===== src/rtl/timeout_counter_param.sv =====
// rtl/timeout_counter_param.sv - programmable prescaled timeout counter with one-shot/periodic modes
module timeout_counter_param #(
  parameter int CNT_W      = 8,
  parameter int DEFAULT_TC = 9,
  parameter int PRE_W      = 4
) (
  input  logic             clk,
  input  logic             rst,
  input  logic             start,
  input  logic             abort,
  input  logic             cnt_en,
  input  logic             periodic,
  input  logic             tc_load,
  input  logic [CNT_W-1:0] tc_in,
  input  logic [PRE_W-1:0] prescale,
  output logic [CNT_W-1:0] count,
  output logic             busy,
  output logic             timeout,
  output logic             timeout_pulse
);

  typedef enum logic [1:0] {IDLE, RUN, DONE} state_t;

  state_t           state, state_nxt;
  logic [CNT_W-1:0] count_nxt, tc_reg, tc_nxt;
  logic [PRE_W-1:0] pre, pre_nxt;
  logic             pulse_nxt;
  logic             tick;

  always_ff @(posedge clk or negedge rst) begin
    if (!rst) begin
      state         <= IDLE;
      count         <= '0;
      pre           <= '0;
      tc_reg        <= CNT_W'(DEFAULT_TC);
      timeout_pulse <= 1'b0;
    end else begin
      state         <= state_nxt;
      count         <= count_nxt;
      pre           <= pre_nxt;
      tc_reg        <= tc_nxt;
      timeout_pulse <= pulse_nxt;
    end
  end

  always_comb begin
    state_nxt = state;
    count_nxt = count;
    pre_nxt   = pre;
    tc_nxt    = tc_reg;
    pulse_nxt = 1'b0;
    tick      = 1'b0;

    // TC is only writable while idle so a run never sees its terminal count move.
    if (state == IDLE && tc_load)
      tc_nxt = tc_in;

    if (abort) begin
      state_nxt = IDLE;
      count_nxt = '0;
      pre_nxt   = '0;
    end else if (start) begin
      state_nxt = RUN;
      count_nxt = '0;
      pre_nxt   = '0;
    end else if (state == RUN && cnt_en) begin
      // >= rather than == so a prescale lowered mid-run ticks at once instead of wrapping.
      if (pre >= prescale) begin
        tick    = 1'b1;
        pre_nxt = '0;
      end else begin
        pre_nxt = pre + 1'b1;
      end
      if (tick) begin
        if (count == tc_reg) begin
          count_nxt = '0;
          pulse_nxt = 1'b1;
          if (!periodic)
            state_nxt = DONE;
        end else begin
          count_nxt = count + 1'b1;
        end
      end
    end
  end

  assign busy    = (state == RUN);
  assign timeout = (state == DONE);

endmodule


===== config.mk =====
export PLATFORM = sky130hd
export DESIGN_NAME = timeout_counter_param
export DESIGN_NICKNAME = d
export VERILOG_FILES = /design/src/rtl/timeout_counter_param.sv
export SDC_FILE = /design/constraint.sdc
export NUM_CORES = 1
export LEC_CHECK = 0
export CAP_MARGIN = 0
export CORE_AREA = 2 2 62 64
export CTS_CLUSTER_DIAMETER = 200
export DETAILED_ROUTE_END_ITERATION = 7
export DIE_AREA = 0 0 64 66
export PLACE_DENSITY = 0.66
export SLEW_MARGIN = 20
export SYNTH_ARGS = -nofsm -noshare
export SYNTH_HDL_FRONTEND = slang
export SYNTH_SLANG_ARGS = --single-unit

===== constraint.sdc =====
create_clock -name clk -period 1.8 [get_ports clk]
set_input_delay 0.36 -clock clk [delete_from_list [all_inputs] [get_ports clk]]
set_output_delay 0.36 -clock clk [all_outputs]
set_load 0.02 [all_outputs]

Figure 1. Placement by cell class (run 1).
Scale bar: 20 µm. Fill, decap, tap and diode cells in grey.
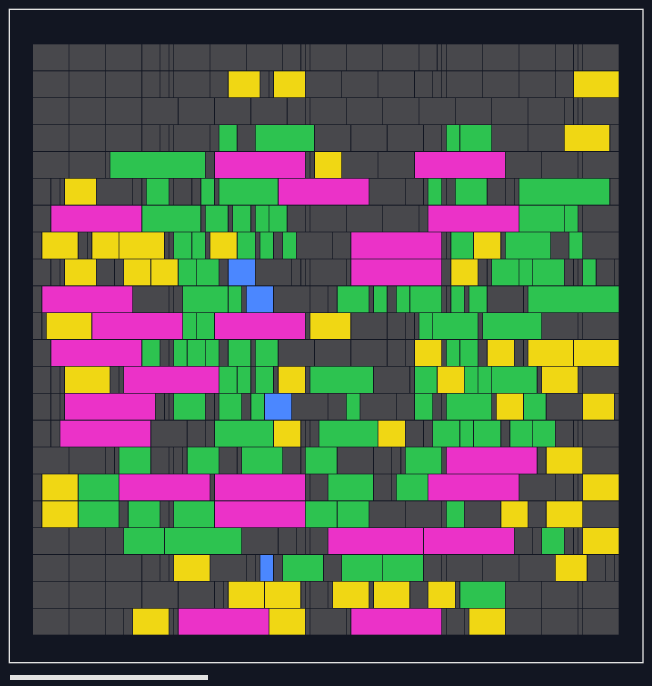
other buffers and delay cells: marked yellow, cells 46, share of their area 24%. clock drivers and dummy loads: marked blue, cells 4, share of their area 1.4%. flip-flops: marked magenta, cells 23, share of their area 32%. all other logic: marked green, cells 97, share of their area 43%.

Figure 2. Clock wires, drivers and flops (run 1).
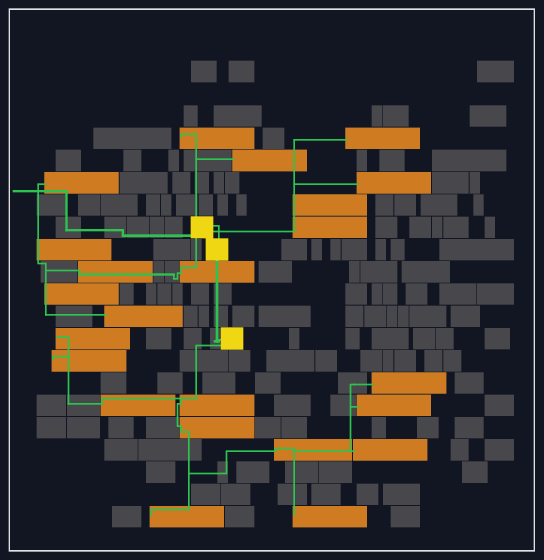
clock wires: marked green, length 259 µm. flip-flops: marked orange, count 23. cells driving clock nets: marked yellow, count 3.
There are 4 routed clock nets.

Figure 3. Metal 2 (run 1).
Scale bar: 20 µm.
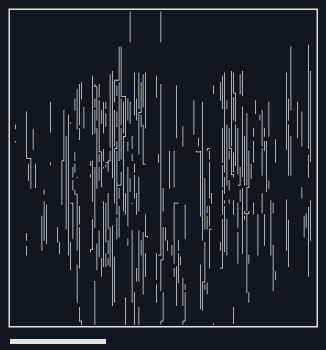
176 nets have wire on it. The longest straight run is 35.7 µm. The layer carries 1660 µm of wire.

Figure 4. Supply network (run 1).
Pins as bars on the die edge. Tap cells in grey.
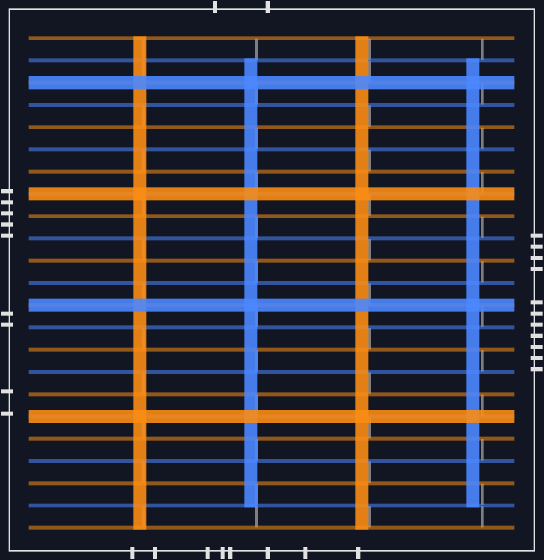
VDD: marked blue. VSS: marked orange.
The core has 22 rows. 48 tap cells.

-- run 1: Yosys cell counts, types with 2 or more instances --
cell type and n:
mux2_2 8, a21oi_1 3, nor4_2 2, dfstp_2 2, nand4_1 2, o21ai_0 2, xor2_1 10, nor2_1 6
nor2b_1 2, o311ai_2 5, ha_1 6, nor3_1 4, nand3_1 8, nand2_1 15, or2_2 3, clkbuf_2 2
dfrtp_1 21, inv_1 7
-- run 1: cell usage in the layout, fill, tap and decap left out, drive strengths merged, types with 2 or more instances in the layout --
master,count
dfrtp,21
buf,17
clkdlybuf4s50,16
nand2,15
xor2,10
nand3,9
mux2,8
dlymetal6s2s,7
inv,7
nor2,6
dlygate4sd2,6
ha,6
o311ai,5
a21oi,5
nor3,4
clkbuf,4
or2,3
nor4,3
o21ai,3
nor2b,2
nor3b,2
nand4,2
dfstp,2
-- run 1: worst register-to-register path: stages, from the launching register on --
cell,delay [ps]
dfrtp_1,440
ha_1,300
o211ai_1,130
o21ai_4,240
nand3_4,190
o311ai_4,310
-- run 1: final timing paths --
path | slack [ps] | startpoint | to | cells past startpoint
setup / recovery | 70 | count[7] | count[7] | 1
hold reg to reg | 550 | tc_reg[4] | tc_reg[4] | 1
setup reg to reg | 110 | pre[1] | count[6] | 5
hold / removal | 390 | rst | tc_reg[6] | 2
min in group clk | 550 | tc_reg[4] | tc_reg[4] | 1
max in group asynchronous | 1130 | rst | tc_reg[0] | 2
-- run 1: power breakdown --
group          leakage (nW)  total [mW]  switching [mW]  internal, mW
clock network        0.0150       0.235           0.149        0.0863
logic                 0.585       0.191          0.0855         0.106
registers             0.299       0.572          0.0213         0.550
total                 0.899       0.998           0.256         0.743
-- run 1: cell type report --
| type | count | area (µm²) |
|---|---|---|
| clock buffers | 4 | 26.3 |
| fillers | 303 | 1660 |
| inverters | 7 | 26.3 |
| multi-input cells | 90 | 771 |
| flip-flops and latches | 23 | 578 |
| well taps | 48 | 60.1 |
| repair buffers | 46 | 432 |
-- run 1: metal layers --
| metal | up-vias | part of all wire, % | routed length, µm | global-route usage [%] |
|---|---|---|---|---|
| met5 | - | 0 | 0 | 0 |
| met2 | 42 | 55 | 1660 | 28.3 |
| met3 | 4 | 5.5 | 165 | 3.24 |
| met1 | 522 | 39 | 1180 | 14.8 |
| met4 | 0 | 0.53 | 16 | 5.71 |
| li1 | 530 | - | - | - |
-- run 1: cell families (layout without fill, tap and decap cells) --
logic type      count (synthesis)  after routing  share of synthesized area (%)
flops                          23             23                           43.8
mux                             8              8                           6.82
simple gates                   49             49                           20.6
compound gates                 17             17                           13.5
xor+xnor                       10             10                           6.63
buf+inv                        10             57                           3.03
fa+ha+maj                       6              6                           5.69
-- run 1: through the flow --
stage               instances  util, %  TNS, ps  hold WS [ps]
floorplan                 123        -        0          64.4
global placement          213     50.0    -3030           514
detailed placement        213     50.0    -3980           525
CTS                       218     51.6        0           395
global route              218     53.3        0           435
finish                    218     53.3        0           391
-- run 1: timing repair --
| item | in CTS | in global routing |
|---|---|---|
| setup buffers | 1 | 0 |
| pin swaps | 4 | 8 |
| gates resized | 11 | 15 |
| endpoints found under the setup margin | 11 | 16 |
==> Slide: Implementation Results, run 1 <==
Flow Results at a Glance

Die
  • Core Util at FP: 37.2%
  • Die Width: 64 µm
  • Die Height: 66 µm
  • I/O Pins: 30
  • Row count: 22

Final timing
  • Final hold viol count: 0
  • Fin worst setup slack: 68.9 ps
  • Fin crit period: 1730 ps
  • Pins over their slew limit: 0
  • Fin crit share: 96.2%
  • Skew final: 4.34 ps
  • Measured slew at the worst slew-check pin: 391 ps
  • RSZ-0062 raised after global routing: false
  • Final setup viols: 0
  • FMAX: 0.578 GHz

Cells and area
  • Fraction of layout cells with a size suffix above 1: 31.8%
  • Layout area overhead: 43.4%
  • Diode count: 0

Setup path
  • Crit path buf inv count: 1
  • Crit path cell chain: clkdlybuf4s50_1
  • Worst path top cell family by delay: buffers and inverters
  • Worst Setup End Kind: primary output
  • Kind of critical path: reg2out
  • Crit Path Max Fanout: 4
  • Worst Setup Start Kind: flop
  • Slowest cell on crit path: clkdlybuf4s50_1
  • Worst path max stage delay: 630 ps

Synth
  • Distinct cells, synth: 33
  • Syn Area/Cell: 10.7 µm²
  • Ys async rst share: 100%
  • Yosys Chip Area: 0.00132 mm²
  • Ys flops: 23
  • Post-synth net total: 148
  • Top cell area share: 39.8%
  • Cell accounting for the most synthesized area: dfrtp_1
  • Mapped Area: 0.00132 mm²
  • Post-synth EDFFs: 0
  • Synth Seq Share: 43.8%
  • Synth top area cells: dfrtp_1, mux2_2, xor2_1

CTS
  • Worst-path clk slew: 120 ps
  • CTS sink count: 23
  • CTS Buf Count: 3
  • Root Buffer Master: clkbuf_4
  • H-tree Lvls: 1

Detailed routing
  • Starting DRT DRC Count: 33
  • Via density: 5.04
  • Router iterations before antenna repair: 4
  • DRC: 0
  • Post-route ant nets: 0
  • Routed wire length per instance: 13.8 µm
  • Routed via count: 1098

Global route
  • Vias in the first global route: 1200
  • Total grt overflow: 0
  • Largest net degree at the start of global routing: 24
  • Initial antenna violation count: 0

Job
  • Tool Warnings: 26
  • Maxcap violations: 0

Run status
  • Status: finished, final reports clean

Place
  • DP Area: 0.00178 mm²
  • Worst slack at placement: -371 ps
  • IO buf count: 29

Hold path
  • Hold crit path type: in2async
## Run 2: what changed since run 1
CTS_CLUSTER_DIAMETER = not set   (was 200)
Figure 5. Placement by cell class (run 2).
Scale bar: 20 µm. Fill, decap, tap and diode cells in grey.
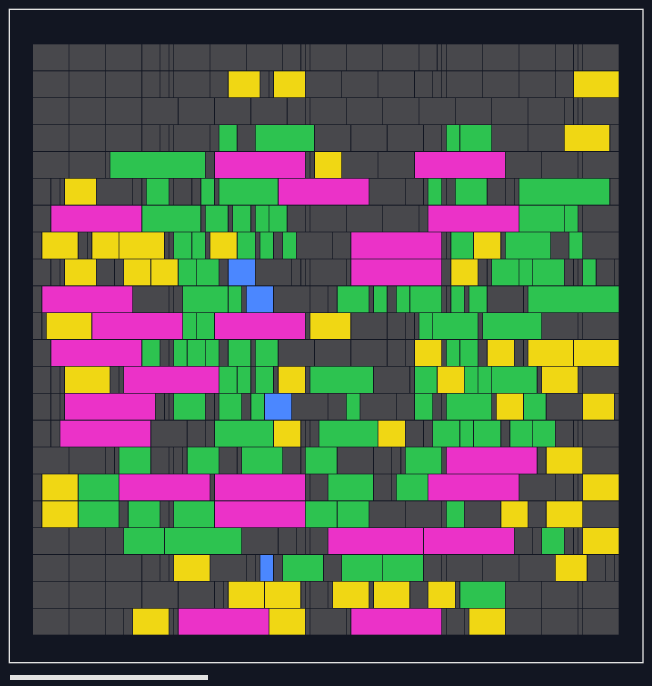
flip-flops: marked magenta, cells 23, share of their area 32%. all other logic: marked green, cells 97, share of their area 43%. other buffers and delay cells: marked yellow, cells 46, share of their area 24%. clock drivers and dummy loads: marked blue, cells 4, share of their area 1.4%.

Figure 6. Metal 2 (run 2).
Scale bar: 20 µm.
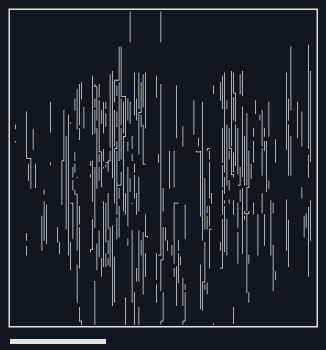
The wires run mostly vertical. The longest straight run is 35.7 µm. 176 nets have wire on it. The layer carries 1660 µm of wire. The layer holds 55% of the routed length.

Figure 7. Placement view (run 2).
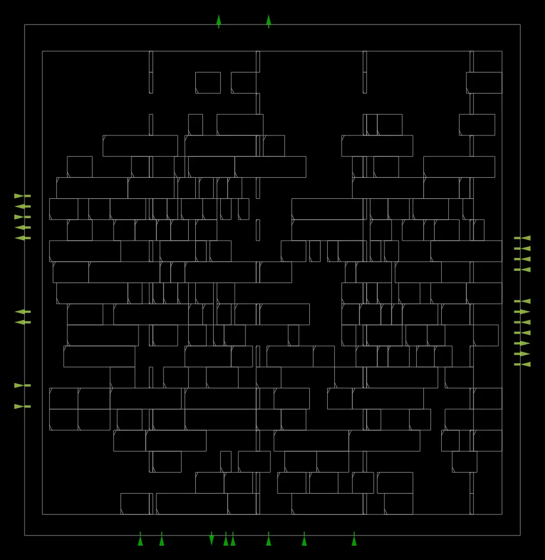
Core ar.: 0.00355 mm²
Seq/total area: 30.5%
Flops: 23
Fillers: 303

==> run 2 against run 1 <==
Via count stayed put; sequential share of layout area stayed put; synthesized cell count stayed put; sequential power hardly changed; core utilization stayed put; non-clock buffer count stayed put; global-route usage stayed put; critical endpoint unchanged.
==> Slide: Implementation Results, run 2 <==
Flow Results at a Glance

Global route
  • Total grt overflow: 0
  • Vias in the first global route: 1200
  • Initial antenna violation count: 0

Detailed routing
  • Via density: 5.04
  • Routed via count: 1098
  • Routed wire length per instance: 13.8 µm
  • DRC: 0
  • Router iterations before antenna repair: 4
  • Starting DRT DRC Count: 33

Die
  • Die Height: 66 µm
  • I/O Pins: 30
  • Row count: 22
  • Die Size: 0.00422 mm²

Cells and area
  • Utilization after layout: 53.3%
  • Fraction of layout cells with a size suffix above 1: 31.8%
  • Layout area overhead: 43.4%
  • Top cell excl fill/tap: dfrtp_1

Setup path
  • Crit path launch: count[7]
  • Reg2Reg Depth: 5
  • Worst Setup Start Kind: flop
  • Crit path buf inv count: 1
  • Reg2Reg Capture Point: count[6]
  • Crit path cell chain: clkdlybuf4s50_1
  • Worst Setup End Kind: primary output
  • Kind of critical path: reg2out
  • Worst reg2reg path startpoint: pre[1]
  • Crit Path Max Fanout: 4
  • Worst path top cell family by delay: buffers and inverters
  • Slowest cell on crit path: clkdlybuf4s50_1

CTS
  • Worst-path clk slew: 120 ps
  • H-tree Lvls: 1
  • Root Buffer Master: clkbuf_4
  • CTS sink count: 23
  • CTS Buf Count: 3

Synth
  • Cell accounting for the most synthesized area: dfrtp_1
  • Most frequent cell after synthesis: dfrtp_1
  • Top cell area share: 39.8%
  • Synth top cells by count: dfrtp_1, nand2_1, xor2_1, mux2_2, nand3_1
  • Post-synth EDFFs: 0
  • Distinct cells, synth: 33
  • Mapped Cells: 123
  • Yosys Chip Area: 0.00132 mm²
  • Ys flops: 23
  • Mapped Area: 0.00132 mm²
  • Synth Seq Share: 43.8%
  • Post-synth net total: 148

Final timing
  • Measured slew at the worst slew-check pin: 391 ps
  • Fin worst setup slack: 68.9 ps
  • Final setup viols: 0
  • Final hold viol count: 0
  • Fin crit period: 1730 ps
  • Pins over their slew limit: 0
  • Fin crit share: 96.2%
  • Hold slack: 391 ps
  • Skew final: 4.34 ps
  • FMAX: 0.578 GHz

Job
  • Maxcap violations: 0
  • Tool Warnings: 26

Run status
  • Status: finished, final reports clean

Power and ir drop
  • Logic pwr share: 19.2%
  • Flop pwr share: 57.3%
  • Clock Power Share: 23.6%
  • Switching power: 0.256 mW

Place
  • IO buf count: 29
  • Worst slack at placement: -371 ps
-- run 2: power by group through the flow --
| stage | Clock (mW) | Sequential, mW | Combinational (mW) |
|---|---|---|---|
| CTS | 0.238 | 0.572 | 0.182 |
| finish | 0.235 | 0.572 | 0.191 |
| global placement | 0 | 0.581 | 0.172 |
| floorplan | 0 | 0.577 | 0.0927 |
| global route | 0.261 | 0.576 | 0.209 |
| detailed placement | 0 | 0.582 | 0.178 |
-- run 2: metrics by stage --
| step | instances | TNS (ps) |
|---|---|---|
| final | 218 | 0 |
| after global routing | 218 | 0 |
| after CTS | 218 | 0 |
| after detailed placement | 213 | -3980 |
| after global placement | 213 | -3030 |
| after floorplan | 123 | 0 |
-- run 2: kinds of logic after synthesis --
kind of cell,count (synthesis),share of synthesized area (%)
fa+ha+maj,6,5.69
flops,23,43.8
xor+xnor,10,6.63
mux,8,6.82
buf+inv,10,3.03
compound gates,17,13.5
simple gates,49,20.6
-- run 2: cell type report --
class	count	area [µm²]
clock buffer	4	26.3
fill	303	1660
inverter	7	26.3
multi-input combinational	90	771
sequential	23	578
tap	48	60.1
timing repair buffer	46	432
-- run 2: timing repair --
item                                    4_1_cts  5_1_grt
buffers inserted                              1        0
gates resized                                11       15
endpoints found under the setup margin       11       16
gates cloned                                  0        0
pin swaps                                     4        8
-- run 2: worst max-delay path by stage --
stage                to  slack (ps)  depth (start not counted)
2_1_floorplan  count[2]          80                          7
3_3_place_gp   state[0]        -260                          8
3_5_place_dp   state[0]        -370                          8
4_1_cts        count[3]           4                          7
5_1_grt        count[6]           6                          6
6_report       count[7]          70                          1
-- run 2: worst register-to-register path, cell delays in order, from the launching register on --
cell	delay, ps
dfrtp_1	440
ha_1	300
o211ai_1	130
o21ai_4	240
nand3_4	190
o311ai_4	310
-- run 2: routing by layer --
metal  vias up  global-route usage (%)  routed length, µm
met4         0                    5.71                 16
met1       522                    14.8               1180
met3         4                    3.24                165
met5         -                       0                  0
met2        42                    28.3               1660
li1        530                       -                  -
Power figures rest on the tool's default switching activity, not on a simulated workload.
